[src/rtl/dcache_pkg.sv]
// dcache_pkg: shared types and constants for the data-cache memory-side engine
package dcache_pkg;
  typedef enum logic [2:0] {S_IDLE, S_CMD, S_ADDR, S_WAIT, S_DATA, S_END} state_t;
  localparam logic [7:0] CMD_READ = 8'hEB;
  localparam logic [7:0] CMD_WRITE = 8'h38;
  localparam int ADDR_NIBBLES = 6;
  // nibble i of a line in cache order: byte 0 high, byte 0 low, byte 1 high, ...
  function automatic logic [3:0] line_nibble(input logic [63:0] line, input int unsigned i);
    return 4'(line >> (8 * (i / 2) + ((i % 2) != 0 ? 0 : 4)));
  endfunction
endpackage

[src/rtl/dcache_qspi_if.sv]
// dcache_qspi_if: cache-side handshake and QSPI pad bundle of the line-transfer engine
interface dcache_qspi_if #(
  parameter int PA = 22,
  parameter int LINE_LENGTH = 4
);
  localparam int TW = PA - $clog2(LINE_LENGTH);
  logic start, push, pull;
  logic [TW-1:0] tag;
  logic [3:0] dwrite, dread;
  logic wstrobe_d, rstrobe_d, busy, done;
  logic qspi_cs_n, qspi_sclk;
  logic [3:0] qspi_oe, qspi_out, qspi_in;
  modport master (
    output start, push, pull, tag, dwrite, qspi_in,
    input dread, wstrobe_d, rstrobe_d, busy, done, qspi_cs_n, qspi_sclk, qspi_oe, qspi_out
  );
  modport slave (
    input start, push, pull, tag, dwrite, qspi_in,
    output dread, wstrobe_d, rstrobe_d, busy, done, qspi_cs_n, qspi_sclk, qspi_oe, qspi_out
  );
endinterface

[src/rtl/dcache_qspi_phy.sv]
// qspi_phy: SCLK phase toggle plus registered pad outputs and input sampler
module qspi_phy (
  input  logic       clk,
  input  logic       reset,
  input  logic       run,
  input  logic       load,
  input  logic [3:0] din,
  input  logic       oe_load,
  input  logic [3:0] oe_d,
  input  logic       sample_en,
  input  logic [3:0] pin,
  output logic       sclk,
  output logic [3:0] oe,
  output logic [3:0] pout,
  output logic [3:0] sample
);
  always_ff @(posedge clk) begin
    if (reset) begin
      sclk <= 1'b0;
      oe <= 4'h0;
      pout <= 4'h0;
      sample <= 4'h0;
    end else begin
      sclk <= run ? ~sclk : 1'b0;
      if (load) pout <= din;
      if (oe_load) oe <= oe_d;
      if (sample_en) sample <= pin;
    end
  end
endmodule

[src/rtl/dcache_qspi.sv]
// dcache_qspi: services dcache push/pull with one QPI PSRAM transaction per line
module dcache_qspi #(
  parameter int PA = 22,
  parameter int LINE_LENGTH = 4,
  parameter int WAIT_CYCLES = 6
) (
  input logic clk,
  input logic reset,
  dcache_qspi_if.slave bus
);
  import dcache_pkg::*;
  localparam int OFS = $clog2(LINE_LENGTH);
  localparam logic [3:0] DATA_LAST = 4'(2 * LINE_LENGTH - 1);
  localparam logic [3:0] WAIT_LAST = 4'(WAIT_CYCLES - 1);
  localparam logic [3:0] ADDR_LAST = 4'(ADDR_NIBBLES - 1);
  state_t state;
  logic [3:0] cnt, din, oe, pout, samp;
  logic [31:0] sh;
  logic [7:0] cmd;
  logic [PA-1:0] byte_addr;
  logic wr, busy, done, cs_n, rstrobe, wstrobe, phase;
  logic go, adv, last, shift, wdata, load, oe_load, sample;
  // adv marks the last clk of an SCLK period: the next edge enters phase 0
  always_comb begin
    cmd = bus.push ? CMD_WRITE : CMD_READ;
    byte_addr = {bus.tag, {OFS{1'b0}}};
    go = state == S_IDLE && bus.start && (bus.push || bus.pull);
    adv = busy && phase;
    last = adv && cnt == 4'd0;
    shift = adv && (state == S_CMD || (state == S_ADDR && cnt != 4'd0));
    wdata = adv && wr && (state == S_ADDR ? cnt == 4'd0 : state == S_DATA && cnt != 4'd0);
    load = go || shift || wdata;
    din = go ? cmd[7:4] : wdata ? bus.dwrite : sh[31:28];
    oe_load = go || (last && (state == S_DATA || (state == S_ADDR && !wr)));
    sample = adv && state == S_DATA && !wr;
  end
  always_ff @(posedge clk) begin
    if (reset) begin
      state <= S_IDLE;
      cnt <= 4'd0;
      wr <= 1'b0;
      sh <= 32'h0;
      busy <= 1'b0;
      done <= 1'b0;
      cs_n <= 1'b1;
      rstrobe <= 1'b0;
      wstrobe <= 1'b0;
    end else begin
      done <= 1'b0;
      rstrobe <= wdata;
      wstrobe <= sample;
      if (shift) sh <= {sh[27:0], 4'h0};
      if (adv) cnt <= cnt - 4'd1;
      if (go) begin
        state <= S_CMD;
        cnt <= 4'd1;
        wr <= bus.push;
        sh <= {cmd[3:0], 24'(byte_addr), 4'h0};
        busy <= 1'b1;
        cs_n <= 1'b0;
      end else if (last) begin
        case (state)
          S_CMD: begin
            state <= S_ADDR;
            cnt <= ADDR_LAST;
          end
          S_ADDR: begin
            state <= wr ? S_DATA : S_WAIT;
            cnt <= wr ? DATA_LAST : WAIT_LAST;
          end
          S_WAIT: begin
            state <= S_DATA;
            cnt <= DATA_LAST;
          end
          S_DATA: begin
            state <= S_END;
            cnt <= 4'd1;
            cs_n <= 1'b1;
          end
          S_END: begin
            state <= S_IDLE;
            busy <= 1'b0;
            done <= 1'b1;
          end
          default: state <= S_IDLE;
        endcase
      end
    end
  end
  qspi_phy phy (
    .clk(clk), .reset(reset), .run(busy), .load(load), .din(din),
    .oe_load(oe_load), .oe_d({4{go}}), .sample_en(sample), .pin(bus.qspi_in),
    .sclk(phase), .oe(oe), .pout(pout), .sample(samp)
  );
  assign bus.dread = samp;
  assign bus.wstrobe_d = wstrobe;
  assign bus.rstrobe_d = rstrobe;
  assign bus.busy = busy;
  assign bus.done = done;
  assign bus.qspi_cs_n = cs_n;
  assign bus.qspi_sclk = phase;
  assign bus.qspi_oe = oe;
  assign bus.qspi_out = pout;
endmodule

[src/flat_wrapper.sv]
// flat-port wrapper written by rule: the top's interface ports become plain ports
module dcache_qspi_flat import dcache_pkg::*;
#(
  parameter int PA = 22,
  parameter int LINE_LENGTH = 4,
  parameter int WAIT_CYCLES = 6
)
  (clk, reset, bus_start, bus_push, bus_pull, bus_tag, bus_dwrite, bus_qspi_in, bus_dread, bus_wstrobe_d, bus_rstrobe_d, bus_busy, bus_done, bus_qspi_cs_n, bus_qspi_sclk, bus_qspi_oe, bus_qspi_out);
  dcache_qspi_if #(.PA(PA), .LINE_LENGTH(LINE_LENGTH)) bus_i ();
  input logic clk;
  input logic reset;
  input wire logic [$bits(bus_i.start)-1:0] bus_start;
  input wire logic [$bits(bus_i.push)-1:0] bus_push;
  input wire logic [$bits(bus_i.pull)-1:0] bus_pull;
  input wire logic [$bits(bus_i.tag)-1:0] bus_tag;
  input wire logic [$bits(bus_i.dwrite)-1:0] bus_dwrite;
  input wire logic [$bits(bus_i.qspi_in)-1:0] bus_qspi_in;
  output wire logic [$bits(bus_i.dread)-1:0] bus_dread;
  output wire logic [$bits(bus_i.wstrobe_d)-1:0] bus_wstrobe_d;
  output wire logic [$bits(bus_i.rstrobe_d)-1:0] bus_rstrobe_d;
  output wire logic [$bits(bus_i.busy)-1:0] bus_busy;
  output wire logic [$bits(bus_i.done)-1:0] bus_done;
  output wire logic [$bits(bus_i.qspi_cs_n)-1:0] bus_qspi_cs_n;
  output wire logic [$bits(bus_i.qspi_sclk)-1:0] bus_qspi_sclk;
  output wire logic [$bits(bus_i.qspi_oe)-1:0] bus_qspi_oe;
  output wire logic [$bits(bus_i.qspi_out)-1:0] bus_qspi_out;
  assign bus_i.start = bus_start;
  assign bus_i.push = bus_push;
  assign bus_i.pull = bus_pull;
  assign bus_i.tag = bus_tag;
  assign bus_i.dwrite = bus_dwrite;
  assign bus_i.qspi_in = bus_qspi_in;
  assign bus_dread = bus_i.dread;
  assign bus_wstrobe_d = bus_i.wstrobe_d;
  assign bus_rstrobe_d = bus_i.rstrobe_d;
  assign bus_busy = bus_i.busy;
  assign bus_done = bus_i.done;
  assign bus_qspi_cs_n = bus_i.qspi_cs_n;
  assign bus_qspi_sclk = bus_i.qspi_sclk;
  assign bus_qspi_oe = bus_i.qspi_oe;
  assign bus_qspi_out = bus_i.qspi_out;
  dcache_qspi #(.PA(PA), .LINE_LENGTH(LINE_LENGTH), .WAIT_CYCLES(WAIT_CYCLES)) u_core (.clk(clk), .reset(reset), .bus(bus_i));
endmodule
[config.mk]
export PLATFORM = sky130hd
export DESIGN_NAME = dcache_qspi_flat
export DESIGN_NICKNAME = d
export VERILOG_FILES = /design/src/rtl/dcache_pkg.sv /design/src/rtl/dcache_qspi_if.sv /design/src/rtl/dcache_qspi_phy.sv /design/src/rtl/dcache_qspi.sv /design/src/flat_wrapper.sv
export SDC_FILE = /design/constraint.sdc
export NUM_CORES = 1
export LEC_CHECK = 0
export CORE_MARGIN = 2
export CORE_UTILIZATION = 45
export DETAILED_ROUTE_END_ITERATION = 10
export PLACE_DENSITY = 0.74
export SYNTH_ARGS = -nofsm -noshare
export SYNTH_HDL_FRONTEND = slang
export SYNTH_SLANG_ARGS = --single-unit
[constraint.sdc]
create_clock -name clk -period 2.7 [get_ports clk]
set_input_delay 0.405 -clock clk [delete_from_list [all_inputs] [get_ports clk]]
set_output_delay 0.405 -clock clk [all_outputs]
set_load 0.02 [all_outputs]
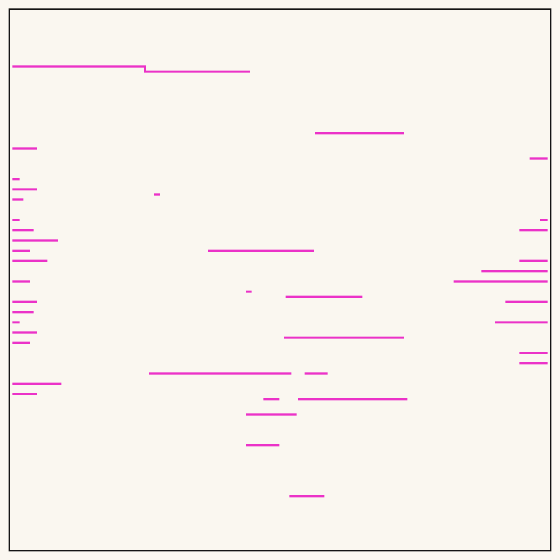
*Metal 3*
main direction: horizontal
nets with wire on the layer: 36
wire length on this layer: 230 microns
longest straight run: 18.6 microns
share of all routed wire: 5.2%

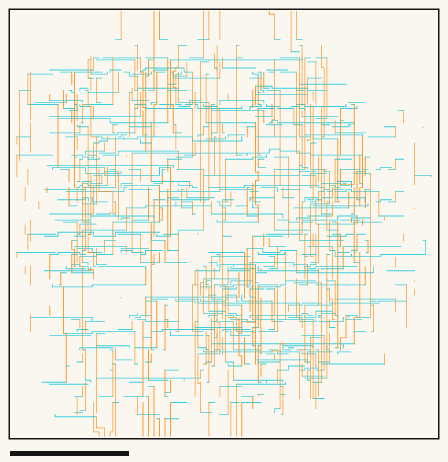
*Signal wires by layer*
Scale bar: 20 microns. Only two layers are drawn.
[orange] met2 | wire length: 2060 microns
[cyan] met1 | wire length: 2040 microns
routed via count: 1809
routed length per instance: 13.4 microns
global routing usage summed across all routing layers: 18.7%

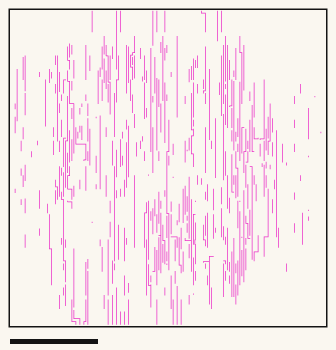
*Met2 routing*
Scale bar: 20 microns.
longest straight run: 24.1 microns
main direction: vertical
share of all routed wire: 47%
nets with wire on the layer: 249
wire length on this layer: 2060 microns
met2 Track Usage GR: 28.9%
final wirelength: 4.42 mm

==> results.toml <==
# synthesis and place-and-route metrics
[status]
outcome = "completed"

[synth]
netlist_top_cells_count = "dfxtp_1, nor2_1, a21oi_1"
yosys.cell_types.count = 39
edf_count = 0
top_cell_type_by_instance_count_after_synthesis = "dfxtp_1"
synth.cellmix.simpleShare_pct = 18.1
syn_inst = 235
synth.net_count = 270
flop_cell = "dfxtp_1"

[layout]
logic_area_sq_um = 970
insertedDiodeCount = 0
layout.cells.largest_class = "sequential cells"
layout.clock.cell_area_share_pct = 4.47
ff_count = 49
multiInputCombCellCount = 162
combAreaFraction_pct = 36.1
nets = 312
buffer_area_share_pct = 19.8
layout_area_overhead_pct = 29.9
layout_buffer_count_excluding_clock_buffers = 54

[placement]
dp.final_hpwl_mm = 3.10
preCtsSetupSlack_ps = 434
post-place-cells = 322
portBuffers = 50
final_weighted_congestion_in_routability_driven_placement = 0.772

[pwr]
pwr.group.clock_uw = 545
clockPowerShare_pct = 34.7
combinational_share_of_power_pct = 14.9
p_switching_uw = 382
pg_comb_uw = 234
total_leakage_power_uw = 0.000988
seq_power_share_pct = 50.4

[route]
met3_wirelength_microns = 230
remaining_drc_errors = 0
dr.max_layer_used = "met4"
detailed_routing_iterations_pass_1 = 4
wl_met1_mm = 2.04
ant_nets = 0

[worst_setup_path]
startpoint_type = "flip-flop"
worstSetupStartpoint = "u_core.cnt[0]"
worstPathMaxFanout = 20
worstSetupEndpointType = "flip-flop"
crit_path_arrival_time_ps = 2480
worst_r2r_startpoint = "u_core.cnt[0]"
crit_path_frequent_cell = "nor2_1"
crit_type = "flip-flop to flip-flop"
worst_setup_path_endpoint = "u_core.sh[28]"
reg2reg_setup_slack_ps = 470

[die]
floorplan.die.width_microns = 71.8
core.rowCount = 24
chipArea_sq_um = 5150
tapCellCount = 52

[cts]
htreeDepth = 2
postCtsHoldBufs = 0
worst_skew_pair.late_latency_ps = 310
clk_pin_slew_worst_paths_ps = 90
cts_num_sinks = 49
cts_tree = "done"
root_buffer = "clkbuf_8"

[sta]
achievable-frequency_ghz = 0.448
fin_ws_ps = 466
rsz0062_at_grt = "false"
worst-slew-pin-transition_ps = 738
final_min_period_over_clock_period_pct = 82.8

[worst_hold_path]
worst_case_hold_path_end_point = "u_core.sh[30]"
hold_depth = 2

[grt]
grt_first_pass_wirelength_mm = 7.59
